**Run 1: placed cells, one colour a class**

Fill, decap, tap and diode cells in grey.
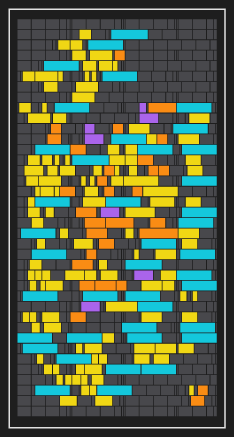
**Run 1: routed metal, one colour a layer**

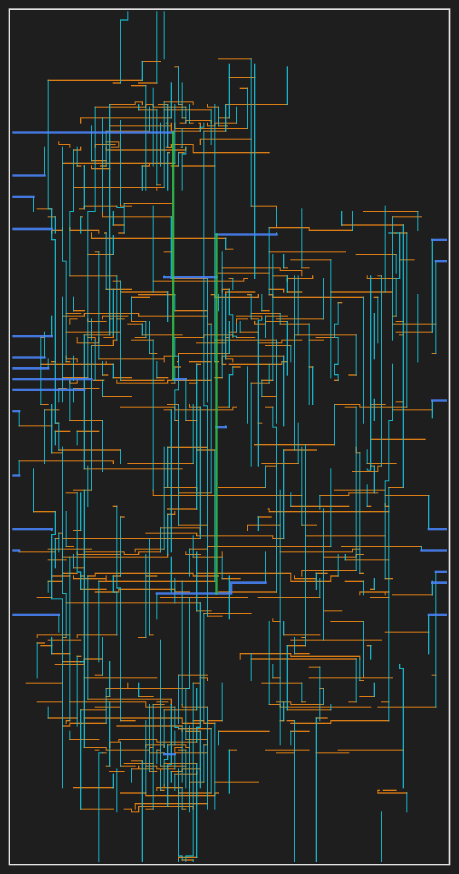
**Run 1: wires at chosen ports, followed through buffers**

Scale bar: 20 µm.
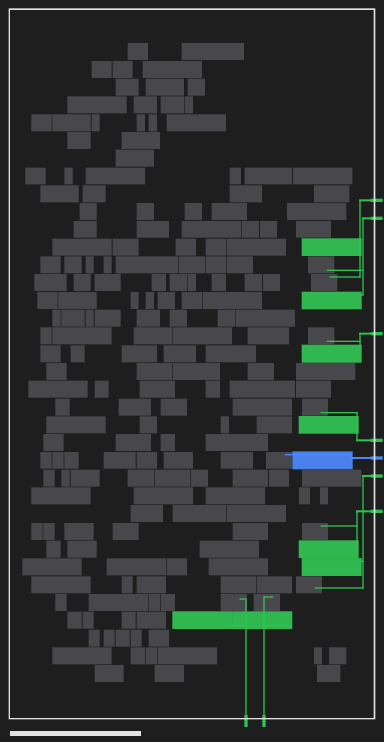
**Run 1: drive-strength map**

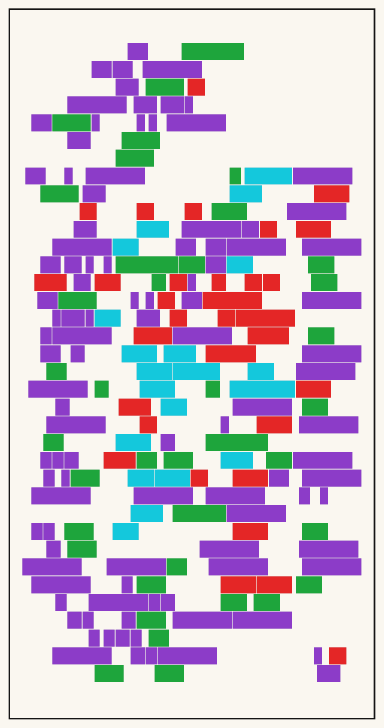
$ cat src/rtl/serial_adder_ctrl.sv
// -----------------------------------------------------------------------------
// serial_adder_ctrl
//
// Bit-serial add/subtract engine. A single 1-bit full adder is time-multiplexed
// over WIDTH clock cycles, LSB first. A start/busy/done handshake hands the
// operation over; sum/co/ovf are registered and hold the previous result until
// the completion edge of the next operation.
//
// Ports:
//   clk    rising-edge clock
//   rst    asynchronous, active-high reset
//   start  request, sampled only while idle
//   sub    0: a + b + cin   1: a - b (a + ~b + 1, cin ignored)
//   a, b   operands, captured when start is accepted
//   cin    add-mode carry-in, captured with the operands
//   busy   high while an operation is in progress
//   done   one-cycle pulse, result registers were just updated
//   sum    registered result (modulo 2^WIDTH)
//   co     carry out of the MSB; in sub mode 1 = no borrow
//   ovf    signed overflow (carry into MSB xor carry out of MSB)
// -----------------------------------------------------------------------------

module full_adder_1bit (
  input  logic a_i,
  input  logic b_i,
  input  logic cin_i,
  output logic sum_o,
  output logic co_o
);
  assign sum_o = a_i ^ b_i ^ cin_i;
  assign co_o  = (a_i & b_i) | (cin_i & (a_i ^ b_i));
endmodule

module serial_adder_ctrl #(
  parameter int WIDTH = 8,
  parameter int CNTW  = $clog2(WIDTH)
) (
  input  logic             clk,
  input  logic             rst,
  input  logic             start,
  input  logic             sub,
  input  logic [WIDTH-1:0] a,
  input  logic [WIDTH-1:0] b,
  input  logic             cin,
  output logic             busy,
  output logic             done,
  output logic [WIDTH-1:0] sum,
  output logic             co,
  output logic             ovf
);

  typedef enum logic [1:0] {
    S_IDLE,
    S_SHIFT,
    S_DONE
  } state_e;

  // Counter values of the bit feeding the MSB and of the MSB itself.
  localparam logic [CNTW-1:0] CNT_PRE_MSB = CNTW'(WIDTH - 2);
  localparam logic [CNTW-1:0] CNT_MSB     = CNTW'(WIDTH - 1);

  state_e           state_q, state_d;
  logic [WIDTH-1:0] sa_q, sa_d;
  logic [WIDTH-1:0] sb_q, sb_d;
  logic [WIDTH-1:0] acc_q, acc_d;
  logic             carry_q, carry_d;
  logic             cmsb_q, cmsb_d;
  logic [CNTW-1:0]  cnt_q, cnt_d;
  logic [WIDTH-1:0] sum_q, sum_d;
  logic             co_q, co_d;
  logic             ovf_q, ovf_d;

  logic             fa_sum;
  logic             fa_co;

  full_adder_1bit u_fa (
    .a_i   (sa_q[0]),
    .b_i   (sb_q[0]),
    .cin_i (carry_q),
    .sum_o (fa_sum),
    .co_o  (fa_co)
  );

  // NOTE: every signal written here gets a default first, so no path through
  // the case statement can leave one unassigned and infer a latch.
  always_comb begin
    state_d = state_q;
    sa_d    = sa_q;
    sb_d    = sb_q;
    acc_d   = acc_q;
    carry_d = carry_q;
    cmsb_d  = cmsb_q;
    cnt_d   = cnt_q;
    sum_d   = sum_q;
    co_d    = co_q;
    ovf_d   = ovf_q;

    case (state_q)
      S_IDLE: begin
        if (start) begin
          // Subtraction is a + ~b + 1: invert B and force the carry-in.
          sa_d    = a;
          sb_d    = sub ? ~b : b;
          carry_d = sub ? 1'b1 : cin;
          cnt_d   = '0;
          state_d = S_SHIFT;
        end
      end

      S_SHIFT: begin
        sa_d    = sa_q >> 1;
        sb_d    = sb_q >> 1;
        acc_d   = {fa_sum, acc_q[WIDTH-1:1]};
        carry_d = fa_co;
        if (cnt_q == CNT_PRE_MSB) begin
          cmsb_d = fa_co;
        end
        if (cnt_q == CNT_MSB) begin
          // The MSB bit is added this cycle; publish the whole result at once
          // so sum/co/ovf never show a partially built value.
          sum_d   = {fa_sum, acc_q[WIDTH-1:1]};
          co_d    = fa_co;
          ovf_d   = fa_co ^ cmsb_q;
          state_d = S_DONE;
        end else begin
          cnt_d = cnt_q + 1'b1;
        end
      end

      S_DONE: begin
        state_d = S_IDLE;
      end

      default: begin
        state_d = S_IDLE;
      end
    endcase
  end

  // NOTE: sequential state uses non-blocking assignments so every register
  // samples the pre-edge value of its inputs, independent of statement order.
  // The datapath registers are reset too, so outputs are defined immediately
  // after reset and an abandoned operation leaves nothing behind.
  always_ff @(posedge clk or posedge rst) begin
    if (rst) begin
      state_q <= S_IDLE;
      sa_q    <= '0;
      sb_q    <= '0;
      acc_q   <= '0;
      carry_q <= 1'b0;
      cmsb_q  <= 1'b0;
      cnt_q   <= '0;
      sum_q   <= '0;
      co_q    <= 1'b0;
      ovf_q   <= 1'b0;
    end else begin
      state_q <= state_d;
      sa_q    <= sa_d;
      sb_q    <= sb_d;
      acc_q   <= acc_d;
      carry_q <= carry_d;
      cmsb_q  <= cmsb_d;
      cnt_q   <= cnt_d;
      sum_q   <= sum_d;
      co_q    <= co_d;
      ovf_q   <= ovf_d;
    end
  end

  // Handshake outputs decode the state register directly, so they drop to 0
  // the moment reset is asserted.
  assign busy = (state_q == S_SHIFT);
  assign done = (state_q == S_DONE);
  assign sum  = sum_q;
  assign co   = co_q;
  assign ovf  = ovf_q;

endmodule

$ cat config.mk
export PLATFORM = sky130hd
export DESIGN_NAME = serial_adder_ctrl
export DESIGN_NICKNAME = d
export VERILOG_FILES = /design/src/rtl/serial_adder_ctrl.sv
export SDC_FILE = /design/constraint.sdc
export NUM_CORES = 1
export LEC_CHECK = 0
export CAP_MARGIN = 20
export CORE_ASPECT_RATIO = 2
export CORE_MARGIN = 1.5
export CORE_UTILIZATION = 35
export DETAILED_ROUTE_END_ITERATION = 7
export DONT_BUFFER_PORTS = 1
export PLACE_DENSITY_LB_ADDON = 0.08
export SETUP_SLACK_MARGIN = 0.2
export SYNTH_ARGS = -nofsm -noshare
export SYNTH_HDL_FRONTEND = slang
export SYNTH_SLANG_ARGS = --single-unit
$ cat constraint.sdc
create_clock -name clk -period 1.5 [get_ports clk]
set_clock_uncertainty 0.1 [all_clocks]
set_input_delay 0.225 -clock clk [delete_from_list [all_inputs] [get_ports clk]]
set_output_delay 0.225 -clock clk [all_outputs]
set_load 0.03 [all_outputs]
==> results_dict.tcl, run 1 <==
# collected from the flow reports
set metrics [dict create \
    status "finished, violations left" \
    failed_checks "negative setup slack" \
    crit_chain "ha_2 -> ha_4 -> nand3b_1 -> buf_12 -> mux2_2" \
    regToRegStartpoint "cnt_q[1]" \
    path_buffers 1 \
    numSynthFlops 40 \
    regArea_um2 1000 \
    holdPathStages 2 \
    arrival_ps 1650 \
    p_total_w 0.00512 \
    timing_worst_slew_pin_value_ps 527 \
    drive_gt1_share_pct 46.6 \
    relSlewSlack_pct 64.9 \
    min-delay-start "a[7]" \
    ys_warn_count 0 \
    worst_r2r_endpoint "sum[6]" \
    vias_per_cell 5.53 \
    clock_path_buffers 2 \
    startpoint "cnt_q[1]" \
    m1WireLength_mm 1.73 \
    hp-class "input pin to flip-flop" \
    rr_worst_depth 5 \
    ys_types 27 \
    setup_violations 11 \
    globalplace.congestion 0.754 \
    power.group.top "combinational logic" \
    yosysSeqAreaShare_pct 51.5 \
    ys_sh_xor_pct 4.06 \
    mux_area_share_pct 10.9 \
    grt_first_pass_wirelength_mm 7.29 \
    critPathTopFamily "flip-flops" \
    edf_count 0 \
    period_needed_ps 1570 \
    p_clk_share_pct 13.6 \
    met1_usage_pct 17.5 \
    ant_nets 0 \
    nets 218 \
    power_frac_comb_pct 45.4 \
    fin_crit_sh_pct 105 \
    synthCells 170 \
    critPathCaptureType "flip-flop" \
    rsz0062_at_grt "yes" \
    setup_ws_ps -70.5 \
    h-tree-depth 2 \
    tns_ps -708 \
    maxCapViolations 0 \
    power_frac_seq_pct 41.0 \
    powerClk_w 0.000698 \
    required_ps 1580 \
    drc 0 \
    grt_max_degree 41 \
    switching_share_pct 36.8 \
    synth_chip_area_um2 1940 \
]
-- 'placed cells, one colour a class' (at the start) --
colour	class	cells	share of their area
cyan	sequential cells	40	40%
yellow	combinational and other logic	116	44%
purple	clock drivers and dummy loads	7	3.2%
orange	remaining buffers and delay cells	30	13%
final instance area: 2600 µm²
flop share of the area: 38.7%
core area: 5370 µm²
post-layout util: 48.4%

-- 'routed metal, one colour a layer' (at the start) --
colour	layer	wire length
green	metal 4	76.8 µm
orange	metal 1	1730 µm
cyan	metal 2	2450 µm
blue	metal 3	125 µm
routed len/inst: 17.3 µm
drt total wl: 4.39 mm
Total GRT Usage: 15.6%
Via Count: 1398

-- 'wires at chosen ports, followed through buffers' (at the start) --
colour	port	direction	end cells	wire
blue	co	output	1	13.7 µm
green	sum	output	8	142 µm
number of top-level pins: 33
Port Buffers: 0

-- 'drive-strength map' (at the start) --
colour	size	cells
red	_3 and _4 cells	32
green	_2 cells	38
cyan	_6 and larger	20
purple	_0 and _1 cells	103

-- run 1: worst reg2reg max path: stages, from the launching register on --
cell      delay (ps)
dfrtp_1          400
ha_2             200
ha_4             160
nand3b_1         120
buf_12           150
mux2_2           340
-- run 1: layout make-up --
type | count | area share (%)
tap | 60 | 2.89
clock buffer | 5 | 2.65
timing repair buffer | 30 | 13.0
clock inverter | 2 | 0.481
inverter | 10 | 1.54
sequential | 40 | 38.7
multi-input combinational | 106 | 40.7
-- run 1: flip-flops by register name (all words and copies together) (netlist names) --
name and flops:
sa_q 8, sb_q 8, carry_q 1, cnt_q 3, ovf 1, cmsb_q 1
co 1, sum 8, acc_q 7, state_q 2
-- run 1: cells by family after synthesis --
group | Yosys count
simple gates | 26
mux | 19
fa+ha+maj | 4
xor+xnor | 9
flops | 40
compound gates | 48
buf+inv | 24
**Run 1: placement view**

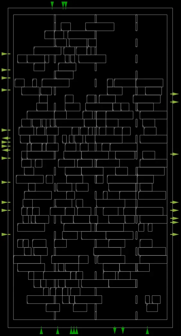

## Run 2: what changed since run 1
Settings changed: CORE_MARGIN 1.5 to 2.
**Run 2: placement view**

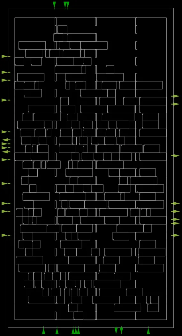
fillers: 520
post-layout util: 50.2%
flop share of the area: 37.2%

**Run 2: wires at chosen ports, followed through buffers**

Scale bar: 20 µm.
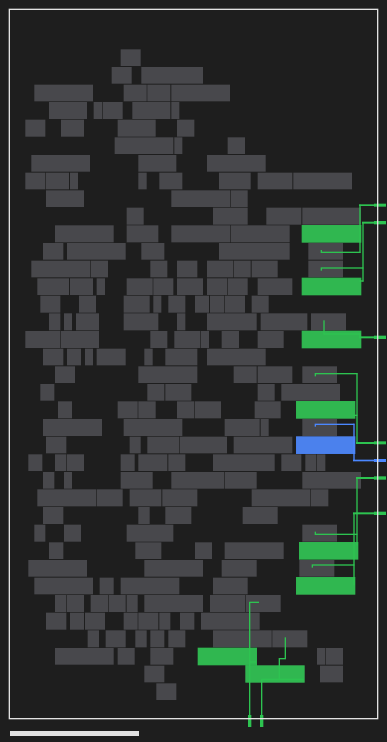
colour	port	direction	end cells	wire
green	sum	output	8	145 µm
blue	co	output	1	15.1 µm

==> run 2 against run 1 <==
The run still ends with negative setup slack left; final cell count increased by 3.6%; combinational power grew 6%; sequential share of layout area decreased by 1.4 points; synthesized cell count is the same; critical path depth is the same; via count is 1.1% higher; flip-flop count is the same; total power up 5.9%.
==> results_dict.tcl, run 2 <==
# collected from the flow reports
set metrics [dict create \
    status "finished, violations left" \
    failed_checks "negative setup slack" \
    final_common_cell "dfrtp_1" \
    required_ps 1580 \
    avgSynthCellArea_um2 11.4 \
    ant_nets 0 \
    clock_path_buffers 2 \
    p_switching_w 0.00190 \
    core_area_um2 5370 \
    arrival_ps 1620 \
    m1WireLength_mm 1.79 \
    min-delay-start "a[0]" \
    fin_crit_sh_pct 102 \
    cp_num_cells 5 \
    switching_share_pct 35.2 \
    synth_nets 195 \
    io_buffers 0 \
    p_total_w 0.00542 \
    critPathKind "flip-flop to flip-flop" \
    ys_top_cells_by_count "dfrtp_1 (40), mux2_2 (18), nor2b_1 (13)" \
    yosysSeqAreaShare_pct 51.5 \
    detail_route.wl_per_cell_um 17.3 \
    nets 226 \
    crit_chain "ha_2 -> ha_4 -> nand3b_1 -> buf_12 -> mux2_4" \
    dr.pass1.iters 4 \
    synthCells 170 \
    ys_sh_aoi_pct 17.3 \
    regToRegStartpoint "cnt_q[0]" \
    grtUsageTotal_pct 15.2 \
    drc 0 \
    grt_first_pass_wirelength_mm 7.22 \
    mux_area_share_pct 10.9 \
    worst_r2r_endpoint "sum[6]" \
    top_area_cell "dfrtp_1" \
    num_io_pins 33 \
    startpoint "cnt_q[0]" \
    rr_worst_depth 5 \
    maxCapViolations 0 \
    setup_ws_ps -31.3 \
    timing_worst_slew_pin_value_ps 512 \
    die_y_um 109 \
    wl_met2_mm 2.53 \
    highest_layer "met4" \
    holdPathStages 2 \
    synth_chip_area_um2 1940 \
    setup_violations 11 \
    edf_count 0 \
    clock.fmax_mhz 653 \
    vias 1414 \
    wl_mm 4.53 \
    drive_gt1_share_pct 47.0 \
    critPathCaptureType "flip-flop" \
    p_clk_share_pct 16.4 \
    use_met3_pct 2.59 \
    cts.sinks 40 \
    hpwl_mm 2.77 \
    globalplace.congestion 0.751 \
    tns_ps -292 \
    use_met2_pct 27.2 \
    critPathTopFamily "flip-flops" \
    ff_type "dfrtp_1" \
    power_frac_seq_pct 38.4 \
    met1_usage_pct 17.5 \
    rows 38 \
    period_needed_ps 1530 \
    rsz0062_at_grt "yes" \
    ys_types 27 \
    path_buffers 1 \
    clk_pin_slew_worst_paths_ps 80 \
    whs_endpoint "sa_q[0]" \
    synthArstFlopShare_pct 100 \
    ys_warn_count 0 \
    numSynthFlops 40 \
    hp-class "input pin to flip-flop" \
    post_cts_buffers 12 \
    relSlewSlack_pct 65.9 \
    pre_cts_ws_ps -51.7 \
    ys_sh_xor_pct 4.06 \
    power_frac_comb_pct 45.2 \
    place_area_um2 2180 \
    vias_per_cell 5.40 \
    clock-root-buffer "clkbuf_8" \
    grt_max_degree 41 \
    numCtsBuffers 5 \
    hold_viol 0 \
    antenna_found_initial 0 \
    h-tree-depth 2 \
    reg2reg_slack_ps -30 \
    maxSlewViolCount 0 \
]
**Run 2: drive-strength map**

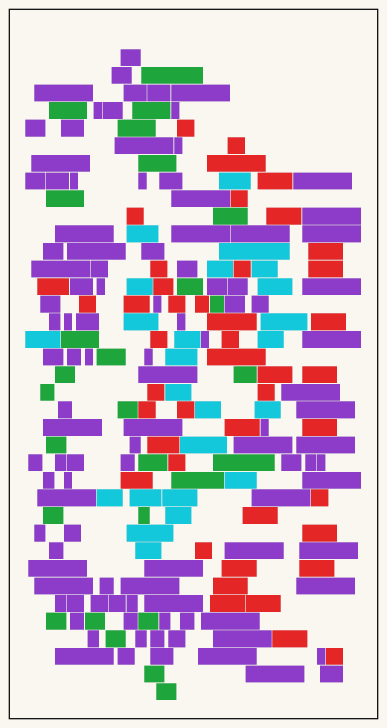
min setup slack post-route: -31.3 ps
Buffers, non-clock: 38
Layout Area Growth over Synthesis: 38.8%
final instance area: 2700 µm²

[run 2: cell count changes in the layout (fill, tap and decap cells not counted), sizes merged]
cell	previous run	this run
dlygate4sd3	2	3
bufinv	0	1
buf	28	35
[run 2: power groups by stage]
stage / logic (W) / registers, W / clock network, W
detailed placement: 0.00167 / 0.00211 / 0
finish: 0.00245 / 0.00208 / 0.000888
global placement: 0.00161 / 0.00209 / 0
floorplan: 0.00130 / 0.00200 / 0
CTS: 0.00216 / 0.00208 / 0.000915
global route: 0.00265 / 0.00214 / 0.000952
[run 2: layout make-up]
class,instances,area (µm²),area share [%]
multi-input combinational,106,1060,39.5
sequential,40,1000,37.2
timing repair buffer,38,402,14.9
tap,60,75.1,2.78
clock buffer,5,68.8,2.55
clock inverter,3,42.5,1.58
inverter,10,40.0,1.48
**Run 2: routed metal, one colour a layer**

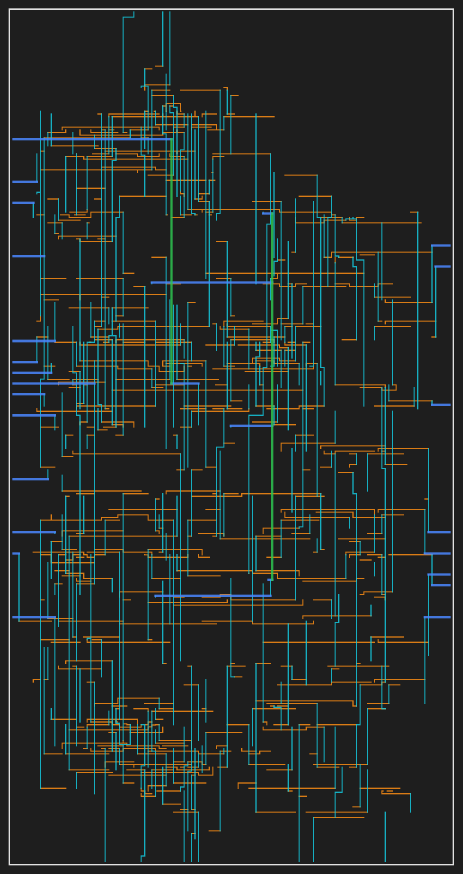

## Run 3: what changed since run 2
Settings changed: SETUP_SLACK_MARGIN 0.2 to 0.4.
**Run 3: routed metal, one colour a layer**

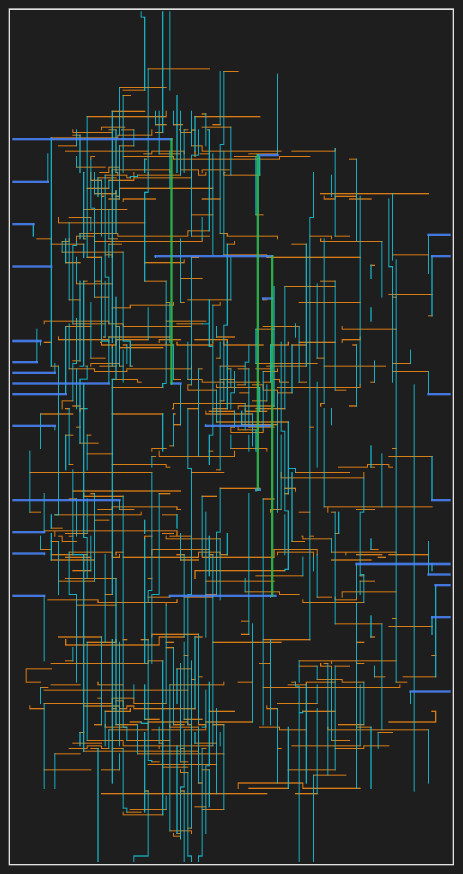
colour	layer	wire length
cyan	metal 2	2540 µm
green	metal 4	118 µm
orange	metal 1	1700 µm
blue	metal 3	168 µm

**Run 3: wires at chosen ports, followed through buffers**

Scale bar: 20 µm.
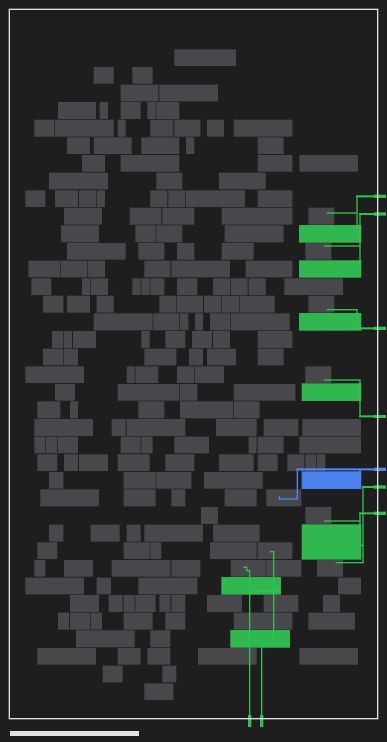
colour	port	direction	end cells	wire
blue	co	output	1	20.4 µm
green	sum	output	8	138 µm

**Run 3: placement view**

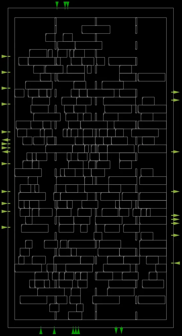
# rows: 38
fillers: 491

==> run 3 against run 2 <==
The flow still finishes with violations (negative setup slack); hold slack worse by 2.7 ps; sequential share of layout area decreased by 0.35 points; combinational power is 2% lower; critical endpoint is now sum[2].
==> results_dict.tcl, run 3 <==
# collected from the flow reports
set metrics [dict create \
    grt_first_pass_wirelength_mm 7.48 \
    whs_endpoint "sa_q[4]" \
    drc 0 \
    sh_seq_area_pct 36.9 \
    clock.fmax_mhz 640 \
    use_met3_pct 3.41 \
    hp-class "input pin to flip-flop" \
    setup_ws_ps -62.1 \
    powerClk_w 0.000935 \
    taps 60 \
    p_total_w 0.00544 \
    p_clk_share_pct 17.2 \
    rsz0062_at_grt "yes" \
    required_ps 1580 \
    buffer_area_share_pct 15.9 \
    failed_checks "negative setup slack" \
    antenna_found_initial 0 \
    tns_ps -543 \
    numCtsBuffers 5 \
    die_y_um 109 \
    p_switching_w 0.00190 \
    logic_gates 106 \
    setup_violations 11 \
    ys_warn_count 0 \
    place_area_um2 2200 \
    largestClassByArea "multi-input combinational cells" \
    grtUsageTotal_pct 15.8 \
    rr_worst_depth 5 \
    drive_gt1_share_pct 51.5 \
    synthArstFlopShare_pct 100 \
    stdcell_area_um2 2740 \
    worst_r2r_endpoint "sum[2]" \
    holdPathStages 2 \
    syn2layout_area_growth_pct 41.0 \
    numSynthFlops 40 \
    synthCells 170 \
    clkCellAreaFrac_pct 4.43 \
    status "finished, violations left" \
    fin_crit_sh_pct 104 \
    arrival_ps 1640 \
    h-tree-depth 2 \
    wl_mm 4.53 \
    relSlewSlack_pct 78.6 \
    ys_top_cells_by_count "dfrtp_1 (40), mux2_2 (18), nor2b_1 (13)" \
    synth_chip_area_um2 1940 \
    vias 1401 \
    dr.pass1.iters 3 \
    n_all_buffers 40 \
    vias_per_cell 5.31 \
    detail_route.wl_per_cell_um 17.2 \
    synth_nets 195 \
    nonClockInverterCount 10 \
    nets 228 \
    hold_viol 0 \
    cts.sinks 40 \
    use_met2_pct 27.4 \
    powerComb_w 0.00239 \
    pre_cts_ws_ps -68.0 \
    maxSlewViolCount 0 \
    final_common_cell "dfrtp_1" \
    maxCapViolations 0 \
    period_needed_ps 1560 \
    nClkBuffers 6 \
]
run 3: netlist changes by cell type in the layout (fill, tap and decap cells not counted), moves of 2 or more:
cell,previous run,this run
mux2_2,1,7
dfrtp_2,2,7
dlygate4sd3_1,3,5
buf_12,3,5
buf_8,4,2
dfrtp_1,38,33
mux2_4,17,11
a22oi_2,2,8
a22oi_1,7,1
run 3: kinds of logic after synthesis:
group / after synthesis / synth area share [%]
DFF: 40 / 51.5
and+or+nand+nor: 26 / 7.47
xor gates and xnor gates: 9 / 4.06
AOI/OAI and AO/OA: 48 / 17.3
buffers and inverters: 24 / 5.80
adders and majority gates: 4 / 2.96
muxes: 19 / 10.9
run 3: critical path, stage by stage (launching register included):
cell	delay, ps
dfrtp_1	390
ha_2	200
ha_4	160
nand3b_1	120
buf_12	150
mux2_2	320
Power is estimated from default activity; no workload was simulated.
